<file path="src/rtl/ufp_resize_arbiter.sv">
// Round-robin arbiter sharing one unsigned fixed-point resize stage among NREQ
// requesters, with a registered valid/ready output and a saturating overflow counter.
module ufp_resize_arbiter #(
  parameter int NREQ   = 4,
  parameter int IN_IW  = 8,
  parameter int IN_QW  = 8,
  parameter int OUT_IW = 4,
  parameter int OUT_QW = 4,
  parameter int CNT_W  = 16,
  localparam int IDW   = $clog2(NREQ)
) (
  input  logic                            clk,
  input  logic                            rst,
  input  logic [NREQ-1:0]                 req_valid,
  output logic [NREQ-1:0]                 req_ready,
  input  logic [NREQ*(IN_IW+IN_QW)-1:0]   req_data,
  input  logic [NREQ-1:0]                 req_clip,
  output logic                            out_valid,
  input  logic                            out_ready,
  output logic [OUT_IW+OUT_QW-1:0]        out_data,
  output logic                            out_clipping,
  output logic [IDW-1:0]                  out_id,
  output logic [CNT_W-1:0]                clip_count,
  input  logic                            clip_count_clr
);

  localparam int IW = IN_IW + IN_QW;
  localparam int OW = OUT_IW + OUT_QW;

  logic [IW-1:0]     data_arr_s [NREQ];
  logic [IW-1:0]     sel_data_s;
  logic              sel_clip_s;
  logic [IN_IW-1:0]  in_int_s;
  logic [IN_QW-1:0]  in_frac_s;
  logic [OUT_IW-1:0] int_s;
  logic [OUT_QW-1:0] frac_s;
  logic              ovf_s;
  logic [OW-1:0]     res_s;

  logic              grant_found_s;
  logic [IDW-1:0]    grant_idx_s;
  logic              stage_free_s;
  logic              transfer_s;

  logic              out_valid_q, out_valid_d;
  logic [OW-1:0]     out_data_q, out_data_d;
  logic              out_clip_q, out_clip_d;
  logic [IDW-1:0]    out_id_q, out_id_d;
  logic [CNT_W-1:0]  cnt_q, cnt_d;
  logic [IDW-1:0]    ptr_q, ptr_d;

  for (genvar gi = 0; gi < NREQ; gi++) begin : g_unpack
    assign data_arr_s[gi] = req_data[gi*IW +: IW];
  end

  // Search from ptr+1 upward, wrapping, for the first valid requester.
  always_comb begin : p_grant
    logic [IDW-1:0] cand;
    grant_found_s = 1'b0;
    grant_idx_s   = {IDW{1'b0}};
    for (int k = 1; k <= NREQ; k++) begin
      cand = IDW'((int'(ptr_q) + k) % NREQ);
      if (!grant_found_s && req_valid[cand]) begin
        grant_found_s = 1'b1;
        grant_idx_s   = cand;
      end else begin
        grant_idx_s   = grant_idx_s;
      end
    end
  end

  assign stage_free_s = !out_valid_q || out_ready;
  assign transfer_s   = grant_found_s && stage_free_s;
  assign req_ready    = (transfer_s && !rst) ? ({{(NREQ-1){1'b0}}, 1'b1} << grant_idx_s)
                                             : {NREQ{1'b0}};

  assign sel_data_s = data_arr_s[grant_idx_s];
  assign sel_clip_s = req_clip[grant_idx_s];
  assign in_int_s   = sel_data_s[IW-1:IN_QW];
  assign in_frac_s  = sel_data_s[IN_QW-1:0];

  if (OUT_QW < IN_QW) begin : g_frac_trunc
    assign frac_s = in_frac_s[IN_QW-1 -: OUT_QW];
  end else begin : g_frac_pad
    assign frac_s = OUT_QW'(in_frac_s) << (OUT_QW - IN_QW);
  end

  if (OUT_IW >= IN_IW) begin : g_int_ext
    assign int_s = OUT_IW'(in_int_s);
    assign ovf_s = 1'b0;
  end else begin : g_int_narrow
    // Wrap keeps the low integer bits; any dropped high bit set is an overflow.
    assign int_s = in_int_s[OUT_IW-1:0];
    assign ovf_s = |in_int_s[IN_IW-1:OUT_IW];
  end

  assign res_s = (ovf_s && sel_clip_s) ? {OW{1'b1}} : {int_s, frac_s};

  // Next state for the output stage, round-robin pointer and overflow counter.
  always_comb begin
    out_valid_d = out_valid_q;
    out_data_d  = out_data_q;
    out_clip_d  = out_clip_q;
    out_id_d    = out_id_q;
    ptr_d       = ptr_q;
    cnt_d       = cnt_q;
    if (transfer_s) begin
      out_valid_d = 1'b1;
      out_data_d  = res_s;
      out_clip_d  = ovf_s;
      out_id_d    = grant_idx_s;
      ptr_d       = grant_idx_s;
    end else if (out_ready) begin
      out_valid_d = 1'b0;
    end else begin
      out_valid_d = out_valid_q;
    end
    if (clip_count_clr) begin
      cnt_d = {CNT_W{1'b0}};
    end else if (transfer_s && ovf_s && (cnt_q != {CNT_W{1'b1}})) begin
      cnt_d = cnt_q + {{(CNT_W-1){1'b0}}, 1'b1};
    end else begin
      cnt_d = cnt_q;
    end
  end

  // State registers; ptr resets to the last index so requester 0 wins first.
  always_ff @(posedge clk or posedge rst) begin
    if (rst) begin
      out_valid_q <= 1'b0;
      out_data_q  <= {OW{1'b0}};
      out_clip_q  <= 1'b0;
      out_id_q    <= {IDW{1'b0}};
      cnt_q       <= {CNT_W{1'b0}};
      ptr_q       <= IDW'(NREQ - 1);
    end else begin
      out_valid_q <= out_valid_d;
      out_data_q  <= out_data_d;
      out_clip_q  <= out_clip_d;
      out_id_q    <= out_id_d;
      cnt_q       <= cnt_d;
      ptr_q       <= ptr_d;
    end
  end

  assign out_valid    = out_valid_q;
  assign out_data     = out_data_q;
  assign out_clipping = out_clip_q;
  assign out_id       = out_id_q;
  assign clip_count   = cnt_q;

endmodule

</file>
<file path="config.mk">
export PLATFORM = sky130hd
export DESIGN_NAME = ufp_resize_arbiter
export DESIGN_NICKNAME = d
export VERILOG_FILES = /design/src/rtl/ufp_resize_arbiter.sv
export SDC_FILE = /design/constraint.sdc
export NUM_CORES = 1
export LEC_CHECK = 0
export ABC_CLOCK_PERIOD_IN_PS = 2400
export CAP_MARGIN = 15
export CORE_UTILIZATION = 36
export CTS_CLUSTER_DIAMETER = 100
export DETAILED_ROUTE_END_ITERATION = 12
export PLACE_DENSITY = 0.84
export SYNTH_ARGS = -nofsm -noshare
export SYNTH_HDL_FRONTEND = slang
export SYNTH_SLANG_ARGS = --single-unit
</file>
<file path="constraint.sdc">
create_clock -name clk -period 2.4 [get_ports clk]
set_clock_uncertainty 0.2 [all_clocks]
set_input_delay 0.24 -clock clk [delete_from_list [all_inputs] [get_ports clk]]
set_output_delay 0.24 -clock clk [all_outputs]
set_load 0.05 [all_outputs]
</file>
m2.png
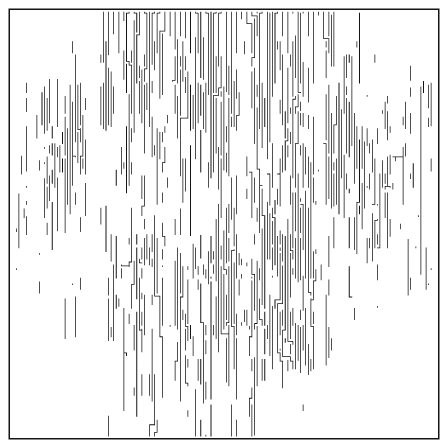
The layer holds 52% of the routed length. 359 nets have wire on it. The longest straight run is 33.7 µm. The layer carries 3430 µm of wire.

m3.png
Bar = 20 µm.
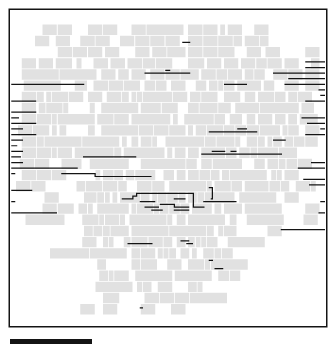
The longest straight run is 19.3 µm. The layer holds 5.2% of the routed length. The wires run mostly horizontal. 52 nets have wire on it. The layer carries 344 µm of wire.
grt met3 use: 4.881%
Post-Route WL: 6649 µm

m4.png
Supply wires on this layer in grey.
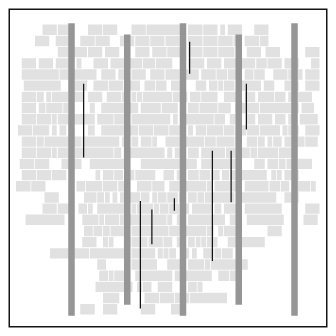
The longest straight run is 26.5 µm. 8 nets have wire on it. The layer holds 1.7% of the routed length. The layer carries 112 µm of wire. The wires run mostly vertical.
vias post-DR: 2233

==> results.tsv <==
stage	metric	value	unit
yosys	yosys_warnings	0	
global_route	use_met2	35.98	%
flow_run	tool_warnings	45	
floorplan	num_rows	26	
worst_setup_path	path_class	flop to flop	
worst_setup_path	cp-end-kind	flop	
cells_and_area	layout_top_cell	clkdlybuf4s50_1	
drt	dr.max_layer_used	met4	
worst_setup_path	endpoint	clip_count[14]	
power_and_ir_drop	switching_power	0.0008441	W
timing	hold_ws	0.2763	ns
flow_run	drv_cap	0	
drt	drt_pre_antenna_iters	4	
power_and_ir_drop	power_frac_comb	50.2	%
timing	finalHoldViolCount	0	
hold_path	hp-class	input port to asynchronous set/reset pin	
clock_network	cts_inserted_buffers	5	
cells_and_area	nFillCells	385	
timing	setup_viol	13	
yosys	syn_area	0.002019	mm²
worst_setup_path	worstReg2RegEnd	clip_count[14]	
timing	finalWorstSetupSlack	-0.05526	ns
run_status	status	complete, but fails checks	
timing	fin_crit_sh	102.3	%
clock_network	cts_setup_buffers	4	
global_route	grt_pass1_wl	9853	µm
placed_design	io_buffers	91	
drt	drc	0	
power_and_ir_drop	p_sw_share	37.07	%
global_route	grt_max_degree	24	
timing	max_freq	0.4073	GHz
floorplan	die_x	76.90	µm
power_and_ir_drop	seqPwrFrac	27.9	%
yosys	syn-num-nets	297	
power_and_ir_drop	p_clk	0.000501	W
yosys	ys_seq_share	37.30	%
global_route	antenna_found_initial	0	
timing	final.setup.tns	-0.2536	ns
yosys	yosysUniqueCellTypes	45	
worst_setup_path	worstPathArrival	2.46	ns
cells_and_area	stdcell_area	0.003587	mm²
yosys	yosysChipArea	0.002019	mm²
power_and_ir_drop	p_comb	0.00114	W
clock_network	clk_path_buf_depth	2	
timing	rsz0062_at_grt	true	
global_route	groute.usage.overall	20.96	%
cells_and_area	syn_to_final_growth	77.63	%
clock_network	path_clk_slew	0.07	ns
yosys	ys_seq_elements	30	
run_status	violations	setup timing	
power_and_ir_drop	p_per_area	634.9	mW/mm²
cells_and_area	final_layout_size_suffix_gt1_share	25.94	%
drt	wl_met2	3433	µm
global_route	grt_util_met1	26.15	%
worst_setup_path	rr_worst_depth	7	
timing	post-route-min-period	2.455	ns
drt	wl_met1	2760	µm
power_and_ir_drop	leakagePower	1.489	nW
drt	wire_per_inst	15.94	µm
worst_setup_path	startpoint	ptr_q[0]	
yosys	synthCells	220	
placed_design	routabilityCongestion	0.7657	
floorplan	design.core.area	0.005238	mm²
power_and_ir_drop	p_int	0.001433	W
clock_network	cts_tree	built	
global_route	grt_pass1_vias	2128	
timing	final_max_slew_viol_count	0	
global_route	overflow	0	
clock_network	worstSkewPairLatency	0.28	ns
cells_and_area	final_layout_top_logic_cells	clkdlybuf4s50_1, buf_4, nor2_1	
worst_setup_path	worstReg2RegStart	ptr_q[0]	
worst_setup_path	start_kind	flop	
placed_design	dpl_cell_area	0.003243	mm²
cells_and_area	insertedDiodeCount	0	
placed_design	dp_hpwl	4533	µm
worst_setup_path	critPathMaxFanout	12	
floorplan	die_area	0.005913	mm²
global_route	grt_busiest_layer	met2	
floorplan	die_h	76.90	µm
yosys	syn_avg_cell_area	9.179	µm²
clock_network	cts_resized	9	
floorplan	io_pins	108	
drt	ant_nets	0	
timing	tightest_slew	0.7187	ns
timing	slew_headroom	51.94	%
drt	route.met3.wl	343	µm
drt	viasPerCell	5.355	
clock_network	cts.sinks	30	
clock_network	ctsHoldBuffers	0	
worst_setup_path	crit_required	2.41	ns
cells_and_area	largest_reg_flops	16	
power_and_ir_drop	sequentialPower	0.000634	W
power_and_ir_drop	ir_drop	0.4853	mV
power_and_ir_drop	top_power_group	combinational logic	
drt	drt_iter0_markers	123	
power_and_ir_drop	clkPwrFrac	22.0	%
floorplan	fp_util	38.56	%
cells_and_area	layout.nets	423	
clock_network	cts_max_level	2	
clock_network	cts_root_buffer	clkbuf_8	
yosys	ys_cells	220	
worst_setup_path	reg2reg_setup_slack	-0.06	ns
[layout make-up]
| type | count | area (µm²) | area share (%) |
|---|---|---|---|
| Clock buffer | 7 | 76.32 | 2.128 |
| Clock inverter | 1 | 30.03 | 0.8371 |
| Sequential cell | 30 | 758.2 | 21.14 |
| Tap cell | 70 | 87.58 | 2.442 |
| Timing Repair Buffer | 130 | 1304 | 36.34 |
| Multi-Input combinational cell | 174 | 1313 | 36.59 |
| Inverter | 5 | 18.77 | 0.5232 |
[worst min path at each step]
stage / start / end / cells after the start
2_1_floorplan: rst / clip_count[0] / 1
5_1_grt: rst / clip_count[11] / 3
6_report: rst / clip_count[11] / 3
3_3_place_gp: out_clipping / out_clipping / 2
3_5_place_dp: out_clipping / out_clipping / 2
4_1_cts: rst / out_id[1] / 3
[worst max-delay path, cell delays in order, from the launching register on]
cell and delay, ns:
dfstp_2 0.60, nor2b_2 0.06, o21a_2 0.23, o31ai_2 0.31, a22oi_2 0.14, buf_12 0.18, or4_1 0.51, a21oi_1 0.16
[Yosys cell counts]
library cell / count / area (µm²)
a22o_1: 1 / 8.760
mux2_2: 9 / 101.4
a311oi_1: 1 / 8.760
o21ba_1: 1 / 10.01
o21ai_1: 1 / 5.000
dfrtp_1: 28 / 700.7
o211ai_1: 2 / 15.01
or3_1: 2 / 12.51
a21o_1: 4 / 30.03
a22oi_2: 1 / 12.51
nand2_1: 11 / 41.29
o31a_1: 1 / 8.760
nor4_4: 1 / 21.27
inv_1: 5 / 18.77
a31oi_1: 1 / 6.260
or2_1: 1 / 6.260
clkbuf_1: 6 / 22.52
nor2_1: 28 / 105.1
o21bai_1: 1 / 7.510
buf_2: 2 / 10.01
o31ai_1: 5 / 37.54
a311o_1: 1 / 10.01
o21ai_0: 4 / 20.02
a41oi_2: 1 / 16.27
nand3_1: 4 / 20.02
buf_6: 1 / 11.26
clkbuf_2: 1 / 5.000
and3_1: 1 / 6.260
buf_4: 1 / 7.510
nor2b_1: 10 / 62.56
and4_1: 3 / 26.28
a41oi_1: 1 / 8.760
o21a_1: 2 / 15.01
mux2_1: 7 / 78.83
nor3_4: 1 / 16.27
nand2b_1: 6 / 37.54
ha_1: 1 / 12.51
mux2i_1: 17 / 170.2
a21oi_1: 17 / 85.08
nor4_1: 9 / 56.30
or4_1: 3 / 22.52
dfstp_2: 2 / 52.55
nor3_1: 5 / 25.02
nand4_1: 9 / 56.30
nor3b_1: 1 / 7.510
[cell families after synthesis]
kind of cell,count (synthesis),share of synthesized area [%]
flops,30,37.30
compound gates,45,15.12
buf+inv,16,3.717
mux,33,17.35
simple gates,95,25.90
fa+ha+maj,1,0.6195
[through the flow]
| stage | total power, W | worst slack (ns) | utilization (%) | instances |
|---|---|---|---|---|
| 2_1_floorplan | 0.001220 | -0.04903 | - | 220 |
| 3_3_place_gp | 0.001597 | -0.3111 | 61.92 | 399 |
| 3_5_place_dp | 0.001616 | -0.3553 | 61.92 | 399 |
| 4_1_cts | 0.002190 | -0.004798 | 65.79 | 412 |
| 5_1_grt | 0.002372 | -0.1205 | 68.49 | 417 |
| 6_report | 0.002277 | -0.05526 | 68.49 | 417 |
Power figures rest on the tool's default switching activity, not on a simulated workload.
